[config.mk]
export PLATFORM = sky130hd
export DESIGN_NAME = prio_encoder_drain
export DESIGN_NICKNAME = d
export VERILOG_FILES = /design/src/rtl/prio_encoder_drain.sv
export SDC_FILE = /design/constraint.sdc
export NUM_CORES = 1
export LEC_CHECK = 0
export ABC_AREA = 1
export CORE_MARGIN = 2
export CORE_UTILIZATION = 45
export DETAILED_ROUTE_END_ITERATION = 8
export HOLD_SLACK_MARGIN = 0.03
export PLACE_DENSITY = 0.74
export SYNTH_ARGS = -nofsm -noshare
export SYNTH_HDL_FRONTEND = slang
export SYNTH_SLANG_ARGS = --single-unit
[constraint.sdc]
create_clock -name clk -period 1.9 [get_ports clk]
set_clock_uncertainty 0.1 [all_clocks]
set_input_delay 0.285 -clock clk [delete_from_list [all_inputs] [get_ports clk]]
set_output_delay 0.285 -clock clk [all_outputs]
set_load 0.02 [all_outputs]
[src/rtl/prio_encoder_drain.sv]
// Priority-ordered drain of a captured request vector: one set-bit index per output beat,
// highest-first (MODE 0) or lowest-first (MODE 1), with valid/ready on both sides.
module prio_encoder_drain #(
  parameter int N    = 8,
  parameter int MODE = 0,
  parameter int W    = $clog2(N)
) (
  input  logic         clk,
  input  logic         rst_n,
  input  logic         in_valid,
  output logic         in_ready,
  input  logic [N-1:0] din,
  output logic         out_valid,
  input  logic         out_ready,
  output logic [W-1:0] dout,
  output logic         out_last,
  output logic         out_none
);

  typedef enum logic {IDLE, DRAIN} state_t;

  state_t       state, state_next;
  logic [N-1:0] mask, mask_next;
  logic         none_flag, none_next;
  logic [W-1:0] sel;
  logic         single;

  // Later iterations overwrite earlier ones, so the scan direction sets the priority.
  always_comb begin
    sel = '0;
    if (MODE == 0) begin
      for (int i = 0; i < N; i++) begin
        if (mask[i]) sel = W'(i);
      end
    end else begin
      for (int i = N - 1; i >= 0; i--) begin
        if (mask[i]) sel = W'(i);
      end
    end
  end

  assign single    = (mask != '0) && ((mask & (mask - N'(1))) == '0);
  assign in_ready  = (state == IDLE) && rst_n;
  assign out_valid = (state == DRAIN);
  // On the final beat the mask keeps its last bit, so gate dout outside DRAIN.
  assign dout      = out_valid ? sel : '0;
  assign out_last  = out_valid && (single || none_flag);
  assign out_none  = out_valid && none_flag;

  // NOTE: every signal driven here gets a default first, so no path leaves it unassigned
  // and no latch is inferred.
  always_comb begin
    state_next = state;
    mask_next  = mask;
    none_next  = none_flag;
    case (state)
      IDLE: begin
        if (in_valid) begin
          mask_next  = din;
          none_next  = (din == '0);
          state_next = DRAIN;
        end
      end
      DRAIN: begin
        if (out_ready) begin
          if (out_last) state_next = IDLE;
          else          mask_next[sel] = 1'b0;
        end
      end
      default: state_next = IDLE;
    endcase
  end

  // NOTE: state registers use non-blocking assignments so every flop samples the
  // pre-edge values regardless of statement order.
  always_ff @(posedge clk) begin
    if (!rst_n) begin
      state     <= IDLE;
      mask      <= '0;
      none_flag <= 1'b0;
    end else begin
      state     <= state_next;
      mask      <= mask_next;
      none_flag <= none_next;
    end
  end

endmodule
==> deck_impl_summary.md <==
Synthesis and Place & Route Summary

Floorplanning
  • Core box area: ~0.0015 sq mm
  • Die H: roughly 45 microns

CTS
  • CTS max path bufs: 2
  • H-tree depth: 1

Yosys
  • Mean Syn Cell Area: 6.074 sq um
  • Syn Nets: between 100 and 150
  • Cell count listed in synth_stat.txt: 124
  • Post-synth seq share: 0.2658
  • Top cell area share: 0.2658
  • Top cells by area: dfxtp_1 27%, nand2_1 21%, inv_1 8.0%, nor2_1 7.0%, a21oi_1 6.0%

Place
  • Place WS: -0.04714 ns
  • Placed cells: between 150 and 200

Critical path
  • CP startpoint kind: flop
  • Max incr delay on CP: about 0.36 ns
  • Worst path cell trace: nor2_4 -> nand2_2 -> o21ai_2 -> nand3_4 -> nand2_1 -> clkdlybuf4s15_2
  • CP delay by family, top: simple AND/OR/NAND/NOR gates
  • Crit end category: primary output

Power and ir drop
  • Seq pwr share: 0.300
  • Power Density: around 860 mW/mm^2
  • Power Internal: 544.3 uW
  • Power share of the clock group: 0.221

Final layout
  • Antenna Cells: 0
  • Layout Nets: 169
  • Final Instance Area: around 0.0011 sq mm
  • Non-filler cells in the finished layout: 172
  • Syn-to-layout area delta: 40.70%
  • Top cells excl fill/tap: 43 x nand2_1, 16 x inv_1, 14 x nor2_1, 12 x clkdlybuf4s50_1, 12 x buf_4
  • Most numerous logic cell after layout: nand2_1
  • Logic area: between 400 and 500 sq um

Global route
  • Vias in the first global route: ~780
  • Met3 Usage GRT: 0.04800
  • Initial antenna violation count: 0
  • Total track usage: 0.2310

STA
  • Worst-margin pin slew: between 0.2 and 0.3 ns
  • Slew HR: 0.8091
  • Fmax: ~540 MHz
  • Final Hold Violating Endpoints: 0

Routing
  • Starting DRT DRC Count: 9
  • Via count: roughly 860

Outcome
  • Status: finished, final reports clean

Flow run
  • Tool warning count: 27
  • Max-Cap Viols: 0

Hold path
  • Hold Crit Class: flop to flop
==> tightest hold or removal path: cells and delay by family, from the launching register on <==
kind             cells  cell delay (ns)
AND/OR/NAND/NOR      1             0.08
flip-flops           1             0.36
AND-OR/OR-AND        1             0.05
==> per-layer routing <==
layer / routed length (microns) / up-vias
li1: - / 455
met1: 904 / 383
met2: 976 / 17
met3: 64 / 4
met4: 18 / 0
met5: 0 / -
==> power groups by stage <==
stage               Combinational, uW  Sequential, uW  Clock, uW
detailed placement                443             273          0
global placement                  431             272          0
global route                      480             277        218
CTS                               439             271        205
floorplan                         277             271          0
finish                            435             273        201
==> flip-flops by register name (all words and copies together) (netlist names) <==
| name | count |
|---|---|
| out_valid | 1 |
| none_flag | 1 |
| mask | 8 |
==> area by class of cell <==
cell class,instances,area share
Sequential cell,10,0.1936
Timing Repair Buffer,30,0.2468
Multi-Input combinational cell,96,0.4498
Tap cell,16,0.01889
Inverter,16,0.05667
Clock buffer,4,0.03424
==> final timing paths <==
path / start / end / slack [ns] / cells past startpoint
worst min-delay path: mask[5] / mask[5] / 0.43 / 2
worst max register to register: mask[2] / mask[7] / 0.38 / 9
worst max-delay path: mask[2] / out_last / 0.04 / 6
worst min register to register: mask[5] / mask[5] / 0.43 / 2
==> cell families (layout without fill, tap and decap cells) <==
logic type,count (synthesis),count (layout),synth area share
compound gates,17,17,0.1179
buf+inv,18,50,0.1080
simple gates,79,79,0.5083
flops,10,10,0.2658
==> cells in the mapped netlist (all sizes together) <==
library cell   n
nor2          20
nand2         47
a21oi          9
nand4          3
clkbuf         1
inv           16
nand3          7
o21ai          8
nor4           2
dfxtp         10
buf            1
==> timing repair <==
action	in CTS	in global routing
gates resized	14	2
pin swaps	1	0
endpoints found under the setup margin	6	2
io_fan.png
(8 px per micron)
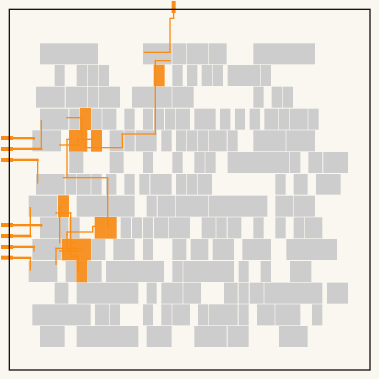
| colour | port | bits | direction | edge | end cells | buffers | wire |
|---|---|---|---|---|---|---|---|
| orange | din | 8 | input | 7 west, 1 north | 10 | 8 | 118 microns |
IO Pins: 19
IO Port Bufs: 18

clocks.png
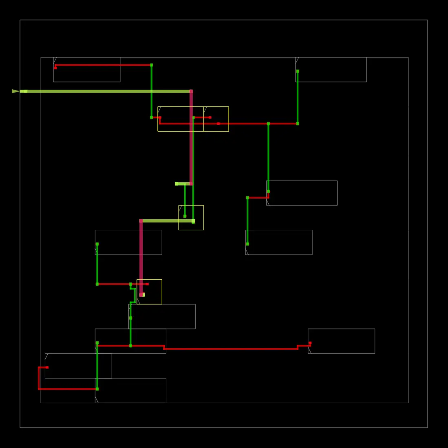
Sink Count: 10
Num CTS Buffers: 3
clock network power: 201 uW
Worst-Skew Late Latency: 0.27 ns
total of clock buffers placed in the layout: 4

cell_density.png
(6 px per micron) The die is cut into 9 by 9 equal tiles; dark purple is low, yellow is high, 0 to 100% covered.
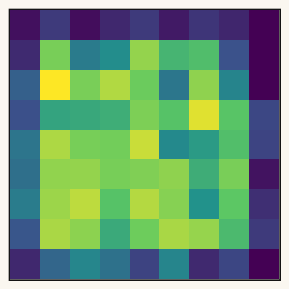
mean over tiles: 52%
densest ninth of the die: centre
fullest tile: 100%
tiles over 75% full: 35%

sizes.png
(12 px per micron)
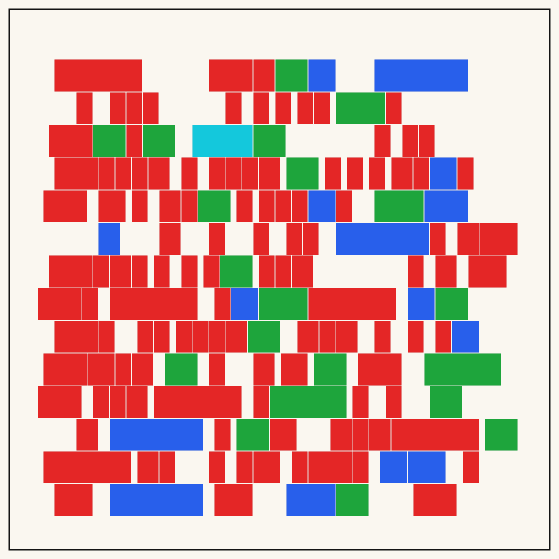
| colour | size | cells | share |
|---|---|---|---|
| cyan | _6 and larger | 1 | 0.64% |
| green | _3 and _4 cells | 20 | 13% |
| red | _0 and _1 cells | 120 | 77% |
| blue | _2 cells | 15 | 9.6% |

Power is estimated from default activity; no workload was simulated.
